===== src/rtl/imm_extend_unit_pkg.sv =====
// Shared types and defaults for the immediate generator.
// Mode encodings, FSM states and default widths.
package imm_extend_unit_pkg;

    localparam int IMM_W_DEF     = 12;
    localparam int DATA_W_DEF    = 16;
    localparam int SHIFT_AMT_DEF = 1;

    typedef enum logic [1:0] {
        IMM_SIGN  = 2'd0,
        IMM_ZERO  = 2'd1,
        IMM_SHIFT = 2'd2,
        IMM_UPPER = 2'd3
    } imm_mode_e;

    typedef enum logic {
        ST_IDLE   = 1'b0,
        ST_PREFIX = 1'b1
    } state_e;

endpackage


===== src/rtl/imm_extend_unit_core.sv =====
// Combinational extension of a single or prefixed raw immediate.
// Ports: hi/lo immediate words, pair (use {hi,lo}), mode, ext result.
module imm_extend_core
    import imm_extend_unit_pkg::*;
#(
    parameter int IMMEDIATE_WIDTH = IMM_W_DEF,
    parameter int DATA_BUS_WIDTH  = DATA_W_DEF,
    parameter int SHIFT_AMT       = SHIFT_AMT_DEF
) (
    input  logic [IMMEDIATE_WIDTH-1:0] hi,
    input  logic [IMMEDIATE_WIDTH-1:0] lo,
    input  logic                       pair,
    input  imm_mode_e                  mode,
    output logic [DATA_BUS_WIDTH-1:0]  ext
);

    localparam int IW = IMMEDIATE_WIDTH;
    localparam int DW = DATA_BUS_WIDTH;
    localparam int W2 = 2 * IW;
    localparam int UP1 = DW - IW;
    // A prefixed raw wider than the bus is truncated, not placed.
    localparam int UP2 = (W2 > DW) ? 0 : DW - W2;

    logic [W2-1:0] raw2;
    logic [DW-1:0] sx;
    logic [DW-1:0] zx;
    logic [DW-1:0] up;

    assign raw2 = {hi, lo};

    // Size casts of signed values sign-extend, or truncate when
    // the raw value is wider than the bus.
    always_comb begin
        if (pair) begin
            sx = DW'($signed(raw2));
            zx = DW'(raw2);
            up = DW'(raw2) << UP2;
        end else begin
            sx = DW'($signed(lo));
            zx = DW'(lo);
            up = DW'(lo) << UP1;
        end
    end

    always_comb begin
        ext = sx;
        unique case (mode)
            IMM_SIGN:  ext = sx;
            IMM_ZERO:  ext = zx;
            IMM_SHIFT: ext = sx << SHIFT_AMT;
            IMM_UPPER: ext = up;
            default:   ext = sx;
        endcase
    end

endmodule


===== src/rtl/imm_extend_unit.sv =====
// Registered immediate generator with two-word prefix support.
// Ports: clk, rst_n, load/src/mode/prefix/flush in; imm_out, imm_valid, prefix_pending out.
module imm_extend_unit
    import imm_extend_unit_pkg::*;
#(
    parameter int IMMEDIATE_WIDTH = IMM_W_DEF,
    parameter int DATA_BUS_WIDTH  = DATA_W_DEF,
    parameter int SHIFT_AMT       = SHIFT_AMT_DEF
) (
    input  logic                       clk,
    input  logic                       rst_n,
    input  logic                       load,
    input  logic [IMMEDIATE_WIDTH-1:0] src,
    input  logic [1:0]                 mode,
    input  logic                       prefix,
    input  logic                       flush,
    output logic [DATA_BUS_WIDTH-1:0]  imm_out,
    output logic                       imm_valid,
    output logic                       prefix_pending
);

    state_e                     state;
    state_e                     state_nx;
    logic [IMMEDIATE_WIDTH-1:0] prefix_reg;
    logic [IMMEDIATE_WIDTH-1:0] prefix_nx;
    logic                       do_op;
    logic                       pair;
    logic [IMMEDIATE_WIDTH-1:0] hi;
    logic [DATA_BUS_WIDTH-1:0]  ext;

    imm_extend_core #(
        .IMMEDIATE_WIDTH (IMMEDIATE_WIDTH),
        .DATA_BUS_WIDTH  (DATA_BUS_WIDTH),
        .SHIFT_AMT       (SHIFT_AMT)
    ) u_core (
        .hi   (hi),
        .lo   (src),
        .pair (pair),
        .mode (imm_mode_e'(mode)),
        .ext  (ext)
    );

    // Flush is applied before the load, so a same-cycle load
    // always starts from IDLE with an empty prefix.
    always_comb begin
        state_nx  = state;
        prefix_nx = prefix_reg;
        do_op     = 1'b0;
        pair      = 1'b0;
        hi        = prefix_reg;
        if (flush) begin
            state_nx  = ST_IDLE;
            prefix_nx = '0;
        end
        if (load) begin
            if (prefix) begin
                state_nx  = ST_PREFIX;
                prefix_nx = src;
            end else begin
                do_op    = 1'b1;
                pair     = (state == ST_PREFIX) && !flush;
                state_nx = ST_IDLE;
            end
        end
    end

    always_ff @(posedge clk) begin
        if (!rst_n) begin
            state      <= ST_IDLE;
            prefix_reg <= '0;
            imm_out    <= '0;
            imm_valid  <= 1'b0;
        end else begin
            state      <= state_nx;
            prefix_reg <= prefix_nx;
            imm_valid  <= do_op;
            if (do_op) begin
                imm_out <= ext;
            end
        end
    end

    assign prefix_pending = (state == ST_PREFIX);

endmodule

===== config.mk =====
export PLATFORM = sky130hd
export DESIGN_NAME = imm_extend_unit
export DESIGN_NICKNAME = d
export VERILOG_FILES = /design/src/rtl/imm_extend_unit_pkg.sv /design/src/rtl/imm_extend_unit_core.sv /design/src/rtl/imm_extend_unit.sv
export SDC_FILE = /design/constraint.sdc
export NUM_CORES = 1
export LEC_CHECK = 0
export ABC_AREA = 1
export CORE_ASPECT_RATIO = 0.7
export CORE_MARGIN = 3
export CORE_UTILIZATION = 50
export CTS_CLUSTER_SIZE = 20
export DETAILED_ROUTE_END_ITERATION = 6
export PLACE_DENSITY = 0.78
export SYNTH_ARGS = -nofsm -noshare
export SYNTH_HDL_FRONTEND = slang
export SYNTH_HIERARCHICAL = 1
export SYNTH_SLANG_ARGS = --single-unit

===== constraint.sdc =====
create_clock -name clk -period 4.6 [get_ports clk]
set_clock_uncertainty 0.05 [all_clocks]
set_input_delay 1.38 -clock clk [delete_from_list [all_inputs] [get_ports clk]]
set_output_delay 1.38 -clock clk [all_outputs]
set_load 0.02 [all_outputs]

Fig. 1: routed metal, one colour a layer
Scale bar: 20 um. Only two layers are drawn.
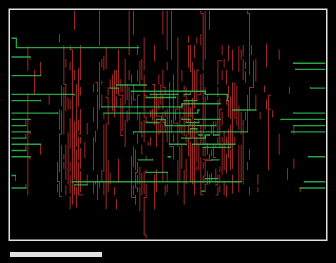
Key: M2 = red [wire length 1440 um]; M3 = green [wire length 393 um]
DR vias: 1507
GRT Total Usage: 21.9%

Fig. 2: routing congestion
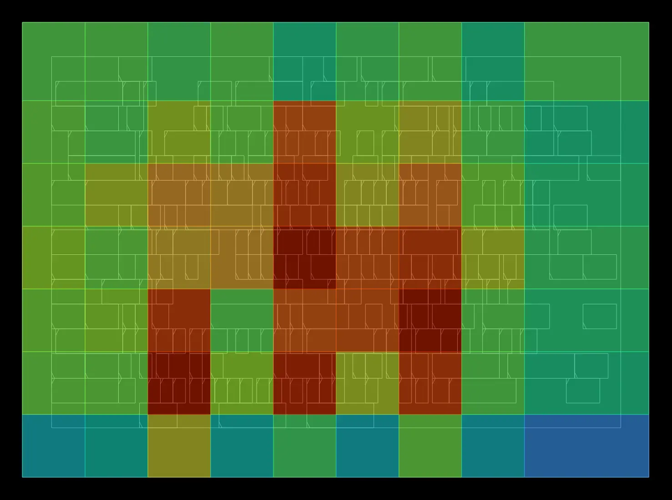
met2 usage: 33.5%
met3 Track Usage GR: 5.92%
met1 usage: 29.0%
gr busiest metal: met2
utilization after layout: 68.1%

==> flow_metrics.tcl <==
# collected from the flow reports
set metrics [dict create \
    wirelength_um 3420 \
    viasPerCell 5.42 \
    netlist_area_mm2 0.00138 \
    firstDrtPassIters 4 \
    whs_ns 0.420 \
    ir_worst_vdd_v 0.000168 \
    min_from "imm_out[0]" \
    cp-startpoint "load" \
    combPwrFrac_pct 23.4 \
    setup_ws_ns 1.44 \
    end_kind "flip-flop" \
    cts_max_level 1 \
    cts_buffers 3 \
    arrival_ns 3.27 \
    drc 0 \
    yosys_warnings 6 \
    max_stage_delay_ns 0.65 \
    io-pin-count 37 \
    status "completed" \
    die_w_um 68.9 \
    cts-root-buf "clkbuf_8" \
    die_h_um 50.0 \
    routabilityCongestion 0.950 \
    crit_top_cell "nand2_1" \
    path_delay_family "buffers and inverters" \
    avgSynthCellArea_um2 6.35 \
    relSlewSlack_pct 16.8 \
    port_buffers 36 \
    maxCapViolations 0 \
    crit_required_ns 4.71 \
    warning_count 26 \
    grt_pass1_vias 1401 \
    antenna_found_initial 0 \
    grt-ovfl-total 0 \
    place.detailed.hpwl_um 2560 \
    die_area_mm2 0.00345 \
    place_ws_ns 1.20 \
    internal-power_uw 321 \
    setup_viol 0 \
    swShare_pct 28.4 \
    tightest_slew_ns 1.24 \
    fin_cells 278 \
    r2r-start "prefix_pending" \
    hold_viol 0 \
    fin_area_mm2 0.00174 \
    path_class "primary input to flip-flop" \
    post_cts_buffers 0 \
    crit_fanout 19 \
    rrSetupSlack_ns 3.05 \
    p_seq_share_pct 45.6 \
    finalMaxSlewViolations 0 \
    rsz0062_at_grt "false" \
    p_switching_uw 127 \
    grt_max_degree 39 \
    post-route-period-util_pct 68.7 \
    cts_buffer_depth 2 \
    worst_skew_pair.late_latency_ns 0.26 \
    power_per_cell_area_mw_per_mm2 258 \
    nNetsFinal 264 \
    path_buffers 3 \
    p_leak_uw 0.000808 \
    antenna_left 0 \
    antennaDiodeCount 0 \
    drive_above_1_share_pct 6.97 \
    grt_pass1_wl_um 5850 \
    area_growth_pct 25.7 \
    worstPathCellList "clkdlybuf4s50_1, nand2_4, nor2_1, buf_4, inv_4, nand2_2, nand2_1, nand2_1, nand4_1, nand3_1, nand2_1" \
    dpl.cell_count 274 \
    cts_sinks 22 \
    syn-num-nets 237 \
    holdBufCountCts 0 \
    place_area_mm2 0.00168 \
    netlist_instances 218 \
    clock.fmax_mhz 316 \
    fin_crit_ns 3.16 \
    tns_ns 0 \
    total_power_uw 448 \
    drt_iter0_markers 101 \
    clkPwrFrac_pct 31.0 \
    critPathLaunchType "primary input" \
    row_count 15 \
]
Fig. 3: cell area per tile
7 x 5 tiles, from black (low) to pale yellow (high), 0 to 100% covered.
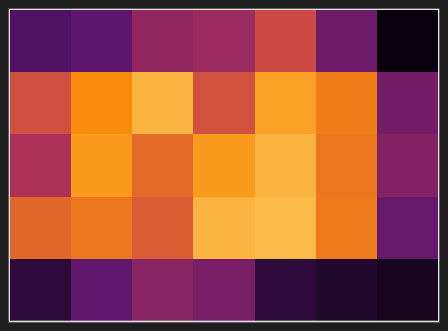
The densest ninth of the die: centre. The fullest tile reaches 85%. 20% of the tiles are over 75% full. The emptiest ninth of the die: south-east.
core footprint: 0.00255 mm2
Floorplan Utilization: 54.2%

layout make-up:
cell class / instances / area [um2]
sequential: 22 / 440
tap: 34 / 42.5
multi-input combinational: 153 / 726
clock buffer: 4 / 55.1
inverter: 28 / 108
timing repair buffer: 37 / 368
fill: 230 / 813
path summary, 6_finish.rpt:
kind	to	cells past startpoint
setup / recovery	imm_out[13]	11
hold / removal	imm_out[0]	2
setup reg to reg	imm_out[13]	10
hold reg to reg	imm_out[0]	2
state kept, by name, summed over array words and instances, names as in the netlist:
signal          cells
imm_out            16
prefix_pending      1
hi                  4
imm_valid           1
power groups by stage:
stage / Clock [uW] / Combinational (uW) / Sequential, uW
3_3_place_gp: 0 / 102 / 209
3_5_place_dp: 0 / 104 / 209
6_report: 139 / 105 / 204
5_1_grt: 151 / 115 / 205
4_1_cts: 144 / 104 / 205
2_1_floorplan: 0 / 55.6 / 218
per-layer routing:
layer	wire, um	global-route usage [%]	up-vias	part of all wire [%]
met2	1440	33.5	86	42
met3	392	5.92	8	11
li1	-	-	748	-
met5	0	0	-	0
met4	51	8.41	0	1.5
met1	1540	29.0	665	45
tightest hold or removal path: cells and delay by family, from the launching register on:
kind             cells  cell delay (ns)
AND/OR/NAND/NOR      2             0.12
flip-flops           1             0.31
placed cells by master (no fill, tap or decap), drive strengths merged, types with 2 or more instances in the layout:
master          n
o21ai           5
clkdlybuf4s50  36
o22ai           3
nand4           2
nand2          63
clkbuf          4
dfxtp          22
a21oi           3
inv            27
o211ai          7
nor2           20
nand3          48
No activity file was given, so power comes from the tool's default toggle rates.
